<file path="src/rtl/fpga2cpu_queue_state_pkg.sv">
// Shared widths and MMIO select encodings for the CPU queue state store.
package fpga2cpu_queue_state_pkg;

  localparam int APP_IDX_WIDTH  = 2;
  localparam int RB_AWIDTH      = 10;
  localparam int KADDR_WIDTH    = 64;
  localparam int CFG_DATA_WIDTH = 32;

  typedef enum logic [1:0] {
    QS_SEL_HEAD     = 2'd0,
    QS_SEL_KADDR_LO = 2'd1,
    QS_SEL_KADDR_HI = 2'd2,
    QS_SEL_NONE     = 2'd3
  } qs_sel_e;

  // True when a write strobe carries the given field select.
  function automatic logic qs_sel_hit(input logic en, input logic [1:0] sel, input qs_sel_e want);
    return en && (qs_sel_e'(sel) == want);
  endfunction

endpackage

</file>
<file path="src/rtl/fpga2cpu_queue_state_if.sv">
// DMA handshake and MMIO config bus between the ring buffer / CPU side and the queue state store.
interface fpga2cpu_queue_state_if
  import fpga2cpu_queue_state_pkg::*;
#(
  parameter int APP_IDX_WIDTH = fpga2cpu_queue_state_pkg::APP_IDX_WIDTH,
  parameter int RB_AWIDTH     = fpga2cpu_queue_state_pkg::RB_AWIDTH
);

  logic                     dma_start;
  logic [APP_IDX_WIDTH-1:0] dma_queue;
  logic                     dma_done;
  logic [RB_AWIDTH-1:0]     out_tail;
  logic                     queue_ready;
  logic [RB_AWIDTH-1:0]     head;
  logic [RB_AWIDTH-1:0]     tail;
  logic [KADDR_WIDTH-1:0]   kmem_addr;

  logic                      cfg_wr_en;
  logic [APP_IDX_WIDTH-1:0]  cfg_wr_queue;
  logic [1:0]                cfg_wr_sel;
  logic [CFG_DATA_WIDTH-1:0] cfg_wr_data;
  logic                      cfg_rd_en;
  logic [APP_IDX_WIDTH-1:0]  cfg_rd_queue;
  logic [RB_AWIDTH-1:0]      cfg_rd_data;
  logic                      cfg_rd_valid;

  modport master (
    output dma_start, dma_queue, dma_done, out_tail,
    output cfg_wr_en, cfg_wr_queue, cfg_wr_sel, cfg_wr_data,
    output cfg_rd_en, cfg_rd_queue,
    input  queue_ready, head, tail, kmem_addr,
    input  cfg_rd_data, cfg_rd_valid
  );

  modport slave (
    input  dma_start, dma_queue, dma_done, out_tail,
    input  cfg_wr_en, cfg_wr_queue, cfg_wr_sel, cfg_wr_data,
    input  cfg_rd_en, cfg_rd_queue,
    output queue_ready, head, tail, kmem_addr,
    output cfg_rd_data, cfg_rd_valid
  );

endinterface

</file>
<file path="src/rtl/fpga2cpu_queue_state.sv">
// Per-queue CPU ring-buffer state: looks up head/tail/base address for each DMA,
// tracks head live while the DMA waits, and writes the final tail back.
module fpga2cpu_queue_state #(
  parameter int APP_IDX_WIDTH = fpga2cpu_queue_state_pkg::APP_IDX_WIDTH,
  parameter int RB_AWIDTH     = fpga2cpu_queue_state_pkg::RB_AWIDTH,
  parameter int NB_QUEUES     = 1 << APP_IDX_WIDTH
) (
  input logic                   clk,
  input logic                   rst,
  fpga2cpu_queue_state_if.slave bus
);

  import fpga2cpu_queue_state_pkg::*;

  typedef enum logic [1:0] {
    ST_IDLE   = 2'd0,
    ST_LOOKUP = 2'd1,
    ST_READY  = 2'd2
  } state_e;

  state_e                   state_q, state_d;
  logic [APP_IDX_WIDTH-1:0] active_q, active_d;

  logic [RB_AWIDTH-1:0]   head_mem_q  [NB_QUEUES];
  logic [RB_AWIDTH-1:0]   tail_mem_q  [NB_QUEUES];
  logic [KADDR_WIDTH-1:0] kaddr_mem_q [NB_QUEUES];

  logic                   ready_q;
  logic [RB_AWIDTH-1:0]   head_q;
  logic [RB_AWIDTH-1:0]   tail_q;
  logic [KADDR_WIDTH-1:0] kaddr_q;
  logic [RB_AWIDTH-1:0]   rd_data_q;
  logic                   rd_valid_q;

  logic                 wr_head;
  logic                 wr_kaddr_lo;
  logic                 wr_kaddr_hi;
  logic [RB_AWIDTH-1:0] wr_head_data;
  logic                 head_hit_active;
  logic                 reset_hit_active;
  logic                 done_fire;
  logic                 tail_wb;

  // Decode MMIO strobes and the DMA write-back; a queue reset on the active queue beats the write-back.
  always_comb begin
    wr_head          = qs_sel_hit(bus.cfg_wr_en, bus.cfg_wr_sel, QS_SEL_HEAD);
    wr_kaddr_lo      = qs_sel_hit(bus.cfg_wr_en, bus.cfg_wr_sel, QS_SEL_KADDR_LO);
    wr_kaddr_hi      = qs_sel_hit(bus.cfg_wr_en, bus.cfg_wr_sel, QS_SEL_KADDR_HI);
    wr_head_data     = bus.cfg_wr_data[RB_AWIDTH-1:0];
    head_hit_active  = wr_head && (bus.cfg_wr_queue == active_q);
    reset_hit_active = wr_kaddr_hi && (bus.cfg_wr_queue == active_q);
    done_fire        = (state_q == ST_READY) && bus.dma_done;
    tail_wb          = done_fire && !reset_hit_active;
  end

  // Next-state logic: latch the queue on dma_start in IDLE, one lookup cycle, then wait for dma_done.
  always_comb begin
    state_d  = state_q;
    active_d = active_q;
    case (state_q)
      ST_IDLE: begin
        if (bus.dma_start) begin
          active_d = bus.dma_queue;
          state_d  = ST_LOOKUP;
        end
      end
      ST_LOOKUP: state_d = ST_READY;
      ST_READY: begin
        if (bus.dma_done) begin
          state_d = ST_IDLE;
        end
      end
      default: state_d = ST_IDLE;
    endcase
  end

  // State and active-queue registers.
  always_ff @(posedge clk) begin
    if (rst) begin
      state_q  <= ST_IDLE;
      active_q <= '0;
    end else begin
      state_q  <= state_d;
      active_q <= active_d;
    end
  end

  // Per-queue storage: MMIO writes, queue reset (base-high write), and the DMA tail write-back.
  always_ff @(posedge clk) begin
    if (rst) begin
      for (int i = 0; i < NB_QUEUES; i++) begin
        head_mem_q[i]  <= '0;
        tail_mem_q[i]  <= '0;
        kaddr_mem_q[i] <= '0;
      end
    end else begin
      if (tail_wb) begin
        tail_mem_q[active_q] <= bus.out_tail;
      end
      if (wr_head) begin
        head_mem_q[bus.cfg_wr_queue] <= wr_head_data;
      end
      if (wr_kaddr_lo) begin
        kaddr_mem_q[bus.cfg_wr_queue][31:0] <= bus.cfg_wr_data;
      end
      if (wr_kaddr_hi) begin
        kaddr_mem_q[bus.cfg_wr_queue][63:32] <= bus.cfg_wr_data;
        head_mem_q[bus.cfg_wr_queue]         <= '0;
        tail_mem_q[bus.cfg_wr_queue]         <= '0;
      end
    end
  end

  // Output registers: loaded in LOOKUP (with head forwarding), head tracked live in READY.
  always_ff @(posedge clk) begin
    if (rst) begin
      ready_q <= 1'b0;
      head_q  <= '0;
      tail_q  <= '0;
      kaddr_q <= '0;
    end else begin
      if (state_q == ST_LOOKUP) begin
        head_q  <= head_hit_active ? wr_head_data : head_mem_q[active_q];
        tail_q  <= tail_mem_q[active_q];
        kaddr_q <= kaddr_mem_q[active_q];
        ready_q <= 1'b1;
      end else if (state_q == ST_READY) begin
        if (head_hit_active) begin
          head_q <= wr_head_data;
        end
        if (bus.dma_done) begin
          ready_q <= 1'b0;
        end
      end
    end
  end

  // Tail readback, forwarding a same-cycle DMA write-back so software sees the new tail.
  always_ff @(posedge clk) begin
    if (rst) begin
      rd_valid_q <= 1'b0;
      rd_data_q  <= '0;
    end else begin
      rd_valid_q <= bus.cfg_rd_en;
      if (bus.cfg_rd_en) begin
        if (tail_wb && (bus.cfg_rd_queue == active_q)) begin
          rd_data_q <= bus.out_tail;
        end else begin
          rd_data_q <= tail_mem_q[bus.cfg_rd_queue];
        end
      end
    end
  end

  assign bus.queue_ready  = ready_q;
  assign bus.head         = head_q;
  assign bus.tail         = tail_q;
  assign bus.kmem_addr    = kaddr_q;
  assign bus.cfg_rd_data  = rd_data_q;
  assign bus.cfg_rd_valid = rd_valid_q;

endmodule

</file>
<file path="src/flat_wrapper.sv">
// flat-port wrapper written by rule: the top's interface ports become plain ports
module fpga2cpu_queue_state_flat import fpga2cpu_queue_state_pkg::*;
#(
  parameter int APP_IDX_WIDTH = fpga2cpu_queue_state_pkg::APP_IDX_WIDTH,
  parameter int RB_AWIDTH     = fpga2cpu_queue_state_pkg::RB_AWIDTH,
  parameter int NB_QUEUES     = 1 << APP_IDX_WIDTH
)
  (clk, rst, bus_dma_start, bus_dma_queue, bus_dma_done, bus_out_tail, bus_cfg_wr_en, bus_cfg_wr_queue, bus_cfg_wr_sel, bus_cfg_wr_data, bus_cfg_rd_en, bus_cfg_rd_queue, bus_queue_ready, bus_head, bus_tail, bus_kmem_addr, bus_cfg_rd_data, bus_cfg_rd_valid);
  fpga2cpu_queue_state_if #(.APP_IDX_WIDTH(APP_IDX_WIDTH), .RB_AWIDTH(RB_AWIDTH)) bus_i ();
  input logic clk;
  input logic rst;
  input wire logic [$bits(bus_i.dma_start)-1:0] bus_dma_start;
  input wire logic [$bits(bus_i.dma_queue)-1:0] bus_dma_queue;
  input wire logic [$bits(bus_i.dma_done)-1:0] bus_dma_done;
  input wire logic [$bits(bus_i.out_tail)-1:0] bus_out_tail;
  input wire logic [$bits(bus_i.cfg_wr_en)-1:0] bus_cfg_wr_en;
  input wire logic [$bits(bus_i.cfg_wr_queue)-1:0] bus_cfg_wr_queue;
  input wire logic [$bits(bus_i.cfg_wr_sel)-1:0] bus_cfg_wr_sel;
  input wire logic [$bits(bus_i.cfg_wr_data)-1:0] bus_cfg_wr_data;
  input wire logic [$bits(bus_i.cfg_rd_en)-1:0] bus_cfg_rd_en;
  input wire logic [$bits(bus_i.cfg_rd_queue)-1:0] bus_cfg_rd_queue;
  output wire logic [$bits(bus_i.queue_ready)-1:0] bus_queue_ready;
  output wire logic [$bits(bus_i.head)-1:0] bus_head;
  output wire logic [$bits(bus_i.tail)-1:0] bus_tail;
  output wire logic [$bits(bus_i.kmem_addr)-1:0] bus_kmem_addr;
  output wire logic [$bits(bus_i.cfg_rd_data)-1:0] bus_cfg_rd_data;
  output wire logic [$bits(bus_i.cfg_rd_valid)-1:0] bus_cfg_rd_valid;
  assign bus_i.dma_start = bus_dma_start;
  assign bus_i.dma_queue = bus_dma_queue;
  assign bus_i.dma_done = bus_dma_done;
  assign bus_i.out_tail = bus_out_tail;
  assign bus_i.cfg_wr_en = bus_cfg_wr_en;
  assign bus_i.cfg_wr_queue = bus_cfg_wr_queue;
  assign bus_i.cfg_wr_sel = bus_cfg_wr_sel;
  assign bus_i.cfg_wr_data = bus_cfg_wr_data;
  assign bus_i.cfg_rd_en = bus_cfg_rd_en;
  assign bus_i.cfg_rd_queue = bus_cfg_rd_queue;
  assign bus_queue_ready = bus_i.queue_ready;
  assign bus_head = bus_i.head;
  assign bus_tail = bus_i.tail;
  assign bus_kmem_addr = bus_i.kmem_addr;
  assign bus_cfg_rd_data = bus_i.cfg_rd_data;
  assign bus_cfg_rd_valid = bus_i.cfg_rd_valid;
  fpga2cpu_queue_state #(.APP_IDX_WIDTH(APP_IDX_WIDTH), .RB_AWIDTH(RB_AWIDTH), .NB_QUEUES(NB_QUEUES)) u_core (.clk(clk), .rst(rst), .bus(bus_i));
endmodule
</file>
<file path="config.mk">
export PLATFORM = sky130hd
export DESIGN_NAME = fpga2cpu_queue_state_flat
export DESIGN_NICKNAME = d
export VERILOG_FILES = /design/src/rtl/fpga2cpu_queue_state_pkg.sv /design/src/rtl/fpga2cpu_queue_state_if.sv /design/src/rtl/fpga2cpu_queue_state.sv /design/src/flat_wrapper.sv
export SDC_FILE = /design/constraint.sdc
export NUM_CORES = 1
export LEC_CHECK = 0
export CORE_UTILIZATION = 45
export CTS_BUF_LIST = sky130_fd_sc_hd__clkbuf_16
export DETAILED_ROUTE_END_ITERATION = 6
export GPL_ROUTABILITY_DRIVEN = 0
export PLACE_DENSITY = 0.68
export SYNTH_ARGS = -nofsm -noshare
export SYNTH_HDL_FRONTEND = slang
export SYNTH_SLANG_ARGS = --single-unit
</file>
<file path="constraint.sdc">
create_clock -name clk -period 3.6 [get_ports clk]
set_input_delay 0.54 -clock clk [delete_from_list [all_inputs] [get_ports clk]]
set_output_delay 0.54 -clock clk [all_outputs]
set_load 0.005 [all_outputs]
</file>
### Nets reached from selected ports, run 1

Scale: 1.5 px per um.
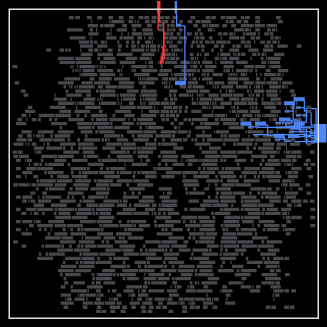
Red marks bus_dma_queue, bits 2, direction input, end cells 2, buffers 2, wire 68.8 um. Blue marks bus_tail, bits 10, direction output, end cells 10, buffers 10, wire 392 um.
Port Buffers: 151
top-level port count: 152

### Signal wires on met1, run 1

Scale: 2 px per um. Supply wires on this layer in grey.
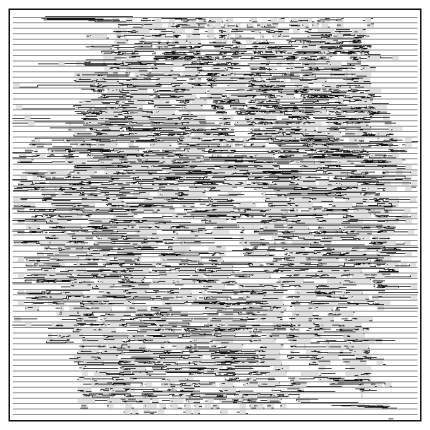
The layer carries 18300 um of wire. The wires run mostly horizontal. The layer holds 42% of the routed length.
GR met1 Demand/Resource: 0.271
post-detailed-routing wire length: 43300 um
Vias: 11.0k

### Local utilization, run 1

Scale: 2 px per um. 20 x 20 tiles, from dark blue (low) to red (high), 0 to 100% covered.
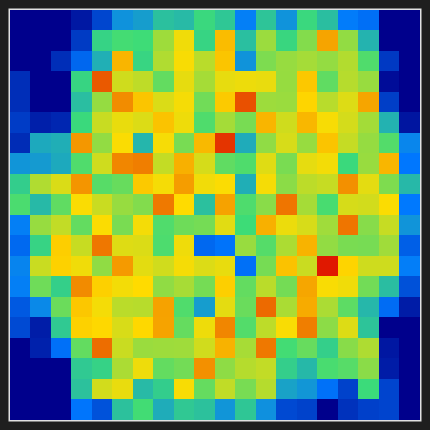
The emptiest ninth of the die: top left. The fullest tile reaches 97%. 15% of the tiles are over 75% full. 9.0% of the tiles are nearly empty. The mean over all tiles is 51%.

==> reports/results.ini, run 1 <==
[outcome]
run_status = finished, final reports clean

[logic_synthesis]
synth.cell_area_um2 = 18500
topCellsByArea = sky130_fd_sc_hd__edfxtp_1 (48%), sky130_fd_sc_hd__dfxtp_1 (15%), sky130_fd_sc_hd__mux4_2 (11%)
synth.most_common_cell = sky130_fd_sc_hd__edfxtp_1
mean_area_per_synthesized_cell_um2 = 14.0
synth.lib_cells_used.distinct = 44
synth-warning-count = 0

[clocking]
numCtsBuffers = 46
worst_skew_pair.late_latency_ps = 570
tritoncts = yes
post-cts-setup-buffers = 0
cts-resized-gates = 0
clkSlewWorstSetupHoldPaths_ps = 60

[layout]
finish.utilization = 0.553
top_register = u_core.kaddr_mem_q
antenna_cells_inserted = 0
register_area_um2 = 11700
multiInputGateArea_um2 = 6440
fraction_of_layout_cells_with_a_size_suffix_above_1 = 0.147
design.final.nets = 1528

[min_path]
min-delay-start = rst
holdCritPathClass = in2reg

[floorplan]
initial_utilization = 0.461
die_x_um = 205
floorplan.die.height_um = 205

[final_timing]
finalCritPeriodShare = 0.822
worst_pin_slew_ps = 1240
max_freq_mhz = 338
relSlewSlack = 0.169
fin_crit_ps = 2960

[power_and_ir_drop]
power_leakage_nw = 7.73

[worst_setup_path]
regToRegStartpoint = u_core.active_q[1]
timing.critical_path.from_type = flop
worstReg2RegEnd = u_core.bus.cfg_rd_data[1]
reg2reg_slack_ps = 640
worst_setup_path_end_kind = flop
required_time_reported_for_the_critical_path_endpoint_ps = 4070

[routing]
avgRoutedWirePerCell_um = 21.3
drt_first_pass_iters = 4
route.antenna.remaining_nets = 0

[run]
max-cap-violations = 0

[global_route]
wire_length_of_the_first_global_routing_pass_um = 66100
gr-usage-all-layers = 0.210

[placed_design]
detailedPlacementHpwl_um = 25800

run 1: kinds of logic after synthesis:
family                     Yosys count  synth area share
and+or+nand+nor                    485             0.138
xor gates and xnor gates             4           0.00270
muxes                              187             0.164
adders and majority gates            4           0.00270
buffers and inverters              121            0.0263
DFF                                438             0.633
AOI/OAI and AO/OA                   82            0.0331
run 1: layer usage:
metal	up-vias	wire, um	track usage
met1	5567	18300	0.271
met4	0	818	0.0574
met3	64	2140	0.0372
li1	5133	-	-
met2	280	22000	0.362
met5	-	0	0
run 1: cell type report:
type | instances | area share
clock buffers | 50 | 0.0563
well taps | 525 | 0.0296
repair buffers | 192 | 0.0829
flip-flops and latches | 438 | 0.529
clock inverters | 35 | 0.00806
multi-input cells | 762 | 0.290
inverters | 28 | 0.00473
run 1: critical path, cell delays in order, from the launching register on:
cell and delay (ps):
sky130_fd_sc_hd__dfxtp_4 720, sky130_fd_sc_hd__xor2_2 220, sky130_fd_sc_hd__o311ai_2 450, sky130_fd_sc_hd__xor2_1 1000, sky130_fd_sc_hd__o31ai_1 150, sky130_fd_sc_hd__a311oi_1 310
run 1: through the flow:
step,area [um^2],power [W],instances,setup WS (ps),hold WS (ps)
finish,22200,0.0121,2030,639,408
detailed placement,20800,0.00770,1945,297,464
global placement,20800,0.00767,1945,423,460
CTS,22200,0.0122,2030,681,372
floorplan,18500,0.00696,1321,169,451
global route,22200,0.0125,2030,317,416
run 1: power by group:
group          switching, W  leakage (nW)  internal, W
logic              0.000799          3.00     0.000833
registers          0.000189          3.99      0.00576
clock network       0.00192         0.747      0.00256
### Placed cells, one colour a class, run 1

Scale: 2 px per um.
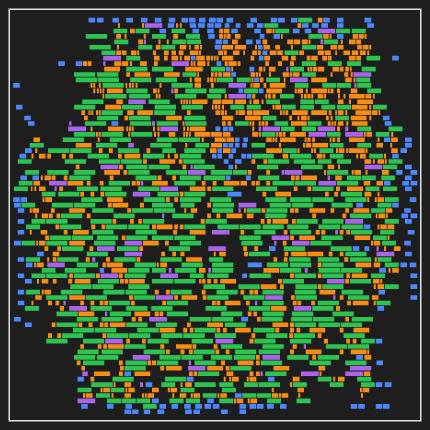

--- run 2 (diff from run 1) ---
--- a/config.mk
+++ b/config.mk
@@ -9,7 +9,7 @@
 export CTS_BUF_LIST = sky130_fd_sc_hd__clkbuf_16
 export DETAILED_ROUTE_END_ITERATION = 6
 export GPL_ROUTABILITY_DRIVEN = 0
-export PLACE_DENSITY = 0.68
+export PLACE_DENSITY = 0.65
 export SYNTH_ARGS = -nofsm -noshare
 export SYNTH_HDL_FRONTEND = slang
 export SYNTH_SLANG_ARGS = --single-unit
==> constraint.sdc (replaced) <==
create_clock -name clk -period 2.82 [get_ports clk]
set_input_delay 0.423 -clock clk [delete_from_list [all_inputs] [get_ports clk]]
set_output_delay 0.423 -clock clk [all_outputs]
set_load 0.005 [all_outputs]
### Placed cells, one colour a class, run 2

Scale: 2 px per um.
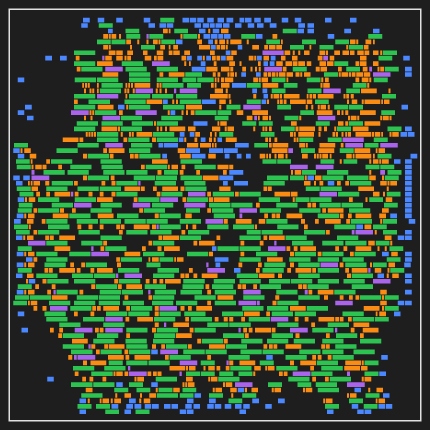
Purple marks clock drivers and dummy loads, cells 86. Green marks sequential cells, cells 438. Blue marks remaining buffers and delay cells, cells 202. Orange marks combinational and other logic, cells 790.

==> reports/results.ini, run 2 <==
[outcome]
run_status = finished, final reports clean

[clocking]
worst_skew_pair.late_latency_ps = 570
post-cts-setup-buffers = 0
tritoncts = yes

[routing]
wl_met1_um = 18400
dr_wl_met3_um = 2010
avgRoutedWirePerCell_um = 21.1
routed-wl-met2_um = 21700
routed_wirelength_um = 43000
vias = 11106

[logic_synthesis]
ys_sh_xor = 0.00270
topCellsByArea = sky130_fd_sc_hd__edfxtp_1 (48%), sky130_fd_sc_hd__dfxtp_1 (15%), sky130_fd_sc_hd__mux4_2 (11%)
mux_share = 0.164
synthesized_area_fraction_occupied_by_and_or_nand_nor_cells = 0.138
synth-warning-count = 0
mean_area_per_synthesized_cell_um2 = 14.0

[floorplan]
floorplan.io_pins = 152
initial_utilization = 0.461

[layout]
design.final.nets = 1538
multiInputGateArea_um2 = 6440
register_area_um2 = 11700
fraction_of_layout_cells_with_a_size_suffix_above_1 = 0.154

[global_route]
gr-usage-all-layers = 0.212
wire_length_of_the_first_global_routing_pass_um = 66900
globalRoute.busiestLayer = met2
grtUsageMet1 = 0.276
grt_util_met3 = 0.0323

[final_timing]
max_freq_mhz = 437
relSlewSlack = 0.350

[worst_setup_path]
worstReg2RegEnd = u_core.bus.cfg_rd_data[0]
worst_setup_path_end_kind = flop
required_time_reported_for_the_critical_path_endpoint_ps = 3290

[placed_design]
port_buffers = 151
detailedPlacementHpwl_um = 25400

[power_and_ir_drop]
power_leakage_nw = 7.85

[min_path]
min-delay-start = rst

### Signal wires on met1, run 2

Scale: 2 px per um. Supply wires on this layer in grey.
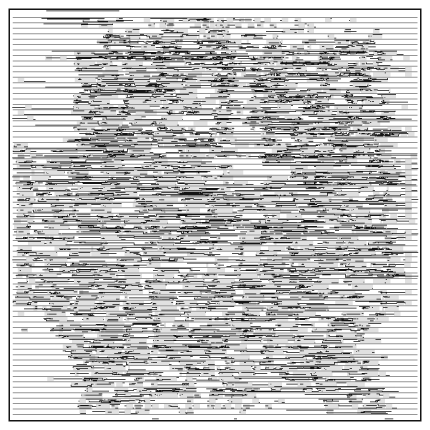
The layer holds 43% of the routed length. The layer carries 18400 um of wire.

-- run 2: cell counts after synthesis --
No cell type changed its count.
-- run 2: cells by family (layout without fill, tap and decap cells) --
group                      count (synthesis)  in the layout
adders and majority gates                  4              4
AOI/OAI and AO/OA                         82             82
and+or+nand+nor                          485            485
buffers and inverters                    121            316
DFF                                      438            438
xor gates and xnor gates                   4              4
muxes                                    187            187
-- run 2: power by group --
| group | switching (W) | leakage (nW) | internal, W |
|---|---|---|---|
| Clock | 0.00246 | 0.768 | 0.00358 |
| Sequential | 0.000217 | 3.99 | 0.00735 |
| Combinational | 0.00104 | 3.09 | 0.00110 |
-- run 2: final cells by class --
cell class / count / area share
sequential: 438 / 0.521
multi-input combinational: 762 / 0.286
timing repair buffer: 202 / 0.0918
clock buffer: 49 / 0.0544
tap: 525 / 0.0292
clock inverter: 37 / 0.0130
inverter: 28 / 0.00467
-- run 2: worst max-delay path, stage by stage (launching register included) --
cell                       delay (ps)
sky130_fd_sc_hd__dfxtp_1          350
sky130_fd_sc_hd__inv_1            110
sky130_fd_sc_hd__ha_1             200
sky130_fd_sc_hd__and3b_1          210
sky130_fd_sc_hd__o311ai_2         170
sky130_fd_sc_hd__xor2_1           170
sky130_fd_sc_hd__buf_4            210
sky130_fd_sc_hd__or4b_1           470
sky130_fd_sc_hd__a311oi_1         290
-- run 2: metrics by stage --
step / setup slack [ps] / power (W) / hold WS (ps) / cells / utilization
final: 533 / 0.0157 / 216 / 2041 / 0.560
after global routing: 355 / 0.0163 / 215 / 2041 / 0.560
after CTS: 514 / 0.0159 / 186 / 2041 / 0.560
after detailed placement: 6.49 / 0.00988 / 465 / 1955 / 0.523
after global placement: 109 / 0.00984 / 457 / 1955 / 0.523
after floorplan: 8.92 / 0.00889 / 451 / 1321 / -
Power is estimated from default activity; no workload was simulated.
